**src/rtl/instr_fetch_decode.sv**
```systemverilog
// Byte-serial instruction fetch/decode: assembles short (1-byte) and long (2-byte)
// instructions into a registered bundle. Optional illegal-opcode flagging under DECODE_ILLEGAL_EN.
module instr_fetch_decode #(
    parameter int unsigned DATA_W       = 8,
    parameter int unsigned OPC_W        = 5,
    parameter int unsigned REG_W        = 3,
    parameter int unsigned LONG_OPC_MIN = 16,
    parameter int unsigned NUM_OPC      = 24
) (
    input  logic              clk,
    input  logic              rst_n,
    input  logic              flush,
    input  logic              in_valid,
    output logic              in_ready,
    input  logic [DATA_W-1:0] in_byte,
    output logic              out_valid,
    input  logic              out_ready,
    output logic [OPC_W-1:0]  opcode,
    output logic [REG_W-1:0]  rd,
    output logic [REG_W-1:0]  rs,
    output logic [DATA_W-1:0] k,
    output logic              len
`ifdef DECODE_ILLEGAL_EN
    ,
    output logic              illegal,
    output logic [7:0]        illegal_cnt
`endif
);

    localparam logic [1:0] S_OP  = 2'd0;
    localparam logic [1:0] S_ARG = 2'd1;
    localparam logic [1:0] S_OUT = 2'd2;

    if (OPC_W + REG_W != DATA_W) begin : g_chk_fields
        $error("OPC_W + REG_W must equal DATA_W");
    end
    if (NUM_OPC > (1 << OPC_W)) begin : g_chk_num_opc
        $error("NUM_OPC exceeds the opcode space");
    end

    logic [1:0]        r_state;
    logic [DATA_W-1:0] r_byte0;
    logic              r_out_valid;
    logic [OPC_W-1:0]  r_opcode;
    logic [REG_W-1:0]  r_rd;
    logic [REG_W-1:0]  r_rs;
    logic [DATA_W-1:0] r_k;
    logic              r_len;
    logic [OPC_W-1:0]  w_opc;
    logic              w_illegal;
    logic              w_long;

    // Illegal opcodes are forced short so they never swallow an operand byte.
    always_comb begin
        w_opc     = in_byte[DATA_W-1 -: OPC_W];
`ifdef DECODE_ILLEGAL_EN
        w_illegal = 32'(w_opc) >= NUM_OPC;
`else
        w_illegal = 1'b0;
`endif
        w_long    = (32'(w_opc) >= LONG_OPC_MIN) && !w_illegal;
    end

    assign in_ready  = (r_state == S_OP) || (r_state == S_ARG);
    assign out_valid = r_out_valid;
    assign opcode    = r_opcode;
    assign rd        = r_rd;
    assign rs        = r_rs;
    assign k         = r_k;
    assign len       = r_len;

`ifdef DECODE_ILLEGAL_EN
    logic       r_illegal;
    logic [7:0] r_illegal_cnt;

    assign illegal     = r_illegal;
    assign illegal_cnt = r_illegal_cnt;

    // Counter survives flush; only rst_n clears it.
    always_ff @(posedge clk or negedge rst_n) begin
        if (!rst_n) begin
            r_illegal     <= 1'b0;
            r_illegal_cnt <= '0;
        end else if (!flush && in_valid) begin
            if (r_state == S_OP && !w_long) begin
                r_illegal <= w_illegal;
                if (w_illegal && r_illegal_cnt != 8'hFF)
                    r_illegal_cnt <= r_illegal_cnt + 8'd1;
            end else if (r_state == S_ARG) begin
                r_illegal <= 1'b0;
            end
        end
    end
`endif

    always_ff @(posedge clk or negedge rst_n) begin
        if (!rst_n) begin
            r_state     <= S_OP;
            r_byte0     <= '0;
            r_out_valid <= 1'b0;
            r_opcode    <= '0;
            r_rd        <= '0;
            r_rs        <= '0;
            r_k         <= '0;
            r_len       <= 1'b0;
        end else if (flush) begin
            r_state     <= S_OP;
            r_out_valid <= 1'b0;
        end else begin
            case (r_state)
                S_OP: begin
                    if (in_valid) begin
                        if (w_long) begin
                            r_byte0 <= in_byte;
                            r_state <= S_ARG;
                        end else begin
                            r_opcode    <= w_opc;
                            r_rd        <= in_byte[REG_W-1:0];
                            r_rs        <= '0;
                            r_k         <= '0;
                            r_len       <= 1'b0;
                            r_out_valid <= 1'b1;
                            r_state     <= S_OUT;
                        end
                    end
                end
                S_ARG: begin
                    if (in_valid) begin
                        r_opcode    <= r_byte0[DATA_W-1 -: OPC_W];
                        r_rd        <= r_byte0[REG_W-1:0];
                        r_rs        <= in_byte[DATA_W-1 -: REG_W];
                        r_k         <= in_byte;
                        r_len       <= 1'b1;
                        r_out_valid <= 1'b1;
                        r_state     <= S_OUT;
                    end
                end
                S_OUT: begin
                    if (out_ready) begin
                        r_out_valid <= 1'b0;
                        r_state     <= S_OP;
                    end
                end
                default: r_state <= S_OP;
            endcase
        end
    end

endmodule

```
**config.mk**
```make
export PLATFORM = sky130hd
export DESIGN_NAME = instr_fetch_decode
export DESIGN_NICKNAME = d
export VERILOG_FILES = /design/src/rtl/instr_fetch_decode.sv
export SDC_FILE = /design/constraint.sdc
export NUM_CORES = 1
export LEC_CHECK = 0
export CAP_MARGIN = 20
export CORE_ASPECT_RATIO = 1.25
export CORE_UTILIZATION = 45
export DETAILED_ROUTE_END_ITERATION = 8
export GPL_ROUTABILITY_DRIVEN = 1
export PLACE_DENSITY = 0.74
export SYNTH_ARGS = -nofsm -noshare
export SYNTH_HDL_FRONTEND = slang
export SYNTH_SLANG_ARGS = --single-unit
```
**constraint.sdc**
```tcl
create_clock -name clk -period 2.5 [get_ports clk]
set_input_delay 0.5 -clock clk [delete_from_list [all_inputs] [get_ports clk]]
set_output_delay 0.5 -clock clk [all_outputs]
set_load 0.05 [all_outputs]
```
**Sizing map**

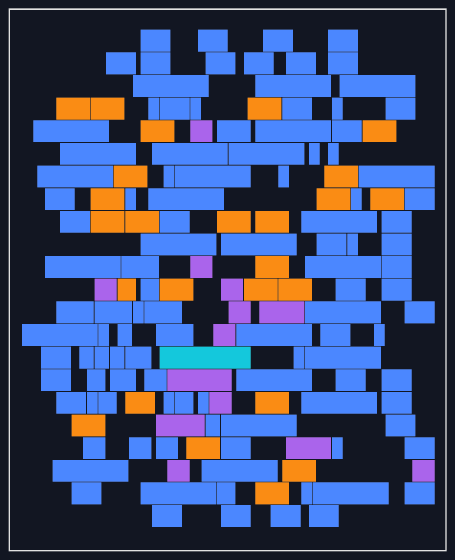
[x2] orange | cells: 25 | share: 17% | most used: mux2_2
[x6 and larger] cyan | cells: 1 | share: 0.67% | most used: bufinv_16
[x3 and x4] purple | cells: 13 | share: 8.7% | most used: buf_4
[x1 and smaller] blue | cells: 110 | share: 74% | most used: clkdlybuf4s50_1
fin area: 0.001846 mm^2
total of plain and repair buffers excluding clock buffers: 39

**Logic cells by family**

Bar = 20 um.
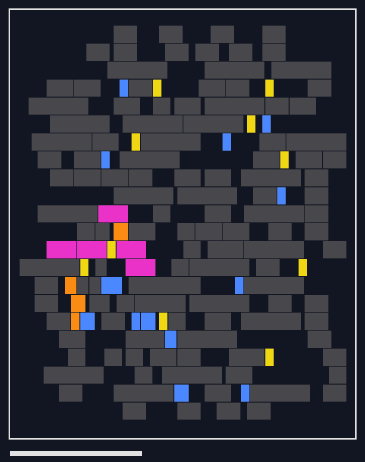
[fa/ha/maj cells] magenta | cells: 5
[nor cells] orange | cells: 4
[nand cells] blue | cells: 13
[inv cells] yellow | cells: 10
non-filler instance count after layout: 185
leading cell type in the layout, fill and taps excluded: clkdlybuf4s50_1
Comb/total area: 34.37%

**Clock distribution**

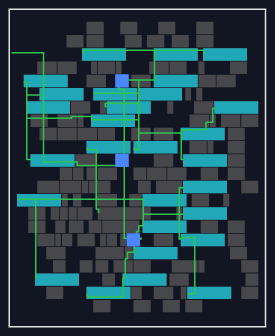
[flip-flops] cyan | count: 28
[clock-net drivers] blue | count: 3
[clock wires] green | length: 354 um
flops lie: widely spread
routed clock nets: 4
power share of the clock group: 15.8%
clock insertion delay at the later pin of the skew report: 340 ps
total clock network power: 305 uW
Worst Skew: 10.45 ps

**Track usage over the die**

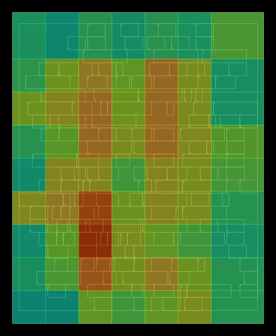
mean routed wirelength per cell: 14.03 um
global routing usage on met2: 28.16%
met3 Resource Use GR: 2.582%
GRT Overall Usage: 17.66%

==> Table 3: Implementation characteristics <==
Implementation parameters

Parameter                              Value

Synth
  Synth Area per Inst .................. 12.71 um^2
  EDFF count, synth .................. 0
  Distinct lib cells used .................. 31
  Yosys stat chip area .................. 0.001424 mm^2

Setup path
  Timing startpoint of the critical path .................. r_state[1]$_DFFE_PN0P_
  Slowest cell on crit path .................. dfrtp_1
  Series of cell instances along the critical path .................. inv_1 > ha_1 > or2_2 > buf_4
  Type of origin of the critical path .................. register
  Largest delay contributor family on the critical path .................. flip-flops
  Cell depth of the worst flop-to-flop path .................. 6

Clock network
  Clock tree sinks .................. 28
  Cts hold-fix bufs .................. 0
  Clock buffer count from CTS .................. 3

Routing
  First-iteration detailed-routing DRC count .................. 3
  Total number of vias .................. 945

Pwr
  Cell internal pwr .................. 1137 uW
  Maximum vdd ir drop .................. 547.5 uV
  Sequential Power Share .................. 34.9%

Final layout
  Number of inserted diodes .................. 0

Place
  Port-buffer cells .................. 34

Status
  Run status .................. complete, no violations

Floorplanning
  IO Count .................. 35
  Core utilization before placement .................. 47.90%

STA
  Tcrit/Tclk final .................. 87.27%

Global route
  Global-route wire length before repair .................. 4395 um
-- flip-flops by register name, summed over array words and instances, names as in the netlist --
name,cells
r_state,2
rs,3
out_valid,1
k,5
len,1
opcode,5
rd,3
r_byte0,8
-- how the worst min path moves through the flow --
stage | startpoint | to | slack [ps] | cells after the start
floorplan | rst_n | k[0]$_DFFE_PN0P_ | 200 | 0
global placement | r_byte0[7]$_DFFE_PN0P_ | r_byte0[7]$_DFFE_PN0P_ | 450 | 1
detailed placement | r_byte0[7]$_DFFE_PN0P_ | r_byte0[7]$_DFFE_PN0P_ | 460 | 1
CTS | r_byte0[7]$_DFFE_PN0P_ | r_byte0[7]$_DFFE_PN0P_ | 490 | 1
global route | r_byte0[7]$_DFFE_PN0P_ | r_byte0[7]$_DFFE_PN0P_ | 520 | 1
finish | r_byte0[7]$_DFFE_PN0P_ | r_byte0[7]$_DFFE_PN0P_ | 490 | 1
-- power by group through the flow --
stage	Sequential, uW	Combinational (uW)	Clock, uW
global placement	677	939	0
finish	673	948	305
detailed placement	683	951	0
global route	693	1000	326
CTS	673	954	308
floorplan	999	337	0
-- layout by cell type, fill, tap and decap left out, drive strengths merged --
master and count:
a2111oi 1, a21bo 1, a21oi 2, a31oi 1, and2b 2, and4bb 1, buf 6, bufinv 1
clkbuf 3, clkdlybuf4s50 33, dfrtp 28, ha 5, inv 10, mux2 25, mux2i 7, nand2 8
nand2b 2, nand3 1, nand4 1, nand4b 1, nor2 1, nor2b 2, nor3 1, o211ai 1
o21ai 1, o21ba 1, o21bai 2, or2 1
-- worst register-to-register path, cell delays in order, from the launching register on --
cell and delay (ps):
dfrtp_1 430, inv_1 100, ha_1 270, and2b_1 230, a31oi_4 190, buf_4 210
mux2_2 350
-- cell families (layout without fill, tap and decap cells) --
family / Yosys count / after routing / share of synthesized area, %
fa+ha+maj: 5 / 5 / 4.394
compound gates: 10 / 10 / 6.415
buf+inv: 16 / 53 / 6.239
mux: 32 / 32 / 25.22
flops: 28 / 28 / 49.21
simple gates: 21 / 21 / 8.523
-- synth_stat cells (2+ instances only) --
master,number
dfrtp_1,28
ha_1,5
nand2_1,8
inv_1,10
mux2_2,22
and2b_1,2
nand2b_1,2
nor2b_1,2
mux2_4,2
buf_4,3
a21oi_1,2
mux2i_1,7
-- cell type report --
type                       count  area, um^2  share of cell area [%]
inverter                      10       37.54                   2.034
clock buffer                   3       22.52                   1.220
clock inverter                 1       30.03                   1.627
sequential                    28       700.7                   37.97
timing repair buffer          39       375.4                   20.34
tap                           36       45.04                   2.441
multi-input combinational     68       634.4                   34.37
-- metrics by stage --
stage	cell area, um^2	power [uW]	util (%)	std cells
final	1846	1925	62.08	185
after global routing	1846	2020	62.08	185
after CTS	1846	1936	62.08	185
after detailed placement	1793	1634	60.31	181
after global placement	1793	1616	60.31	181
after floorplan	1424	1336	-	112
-- per-layer routing --
metal	up-vias	routed length, um	GRT usage [%]
met3	5	116	2.582
met2	26	1238	28.16
met5	-	0	0
met1	461	1186	22.75
met4	0	53	8.882
li1	453	-	-
Power and IR drop assume default switching activity.
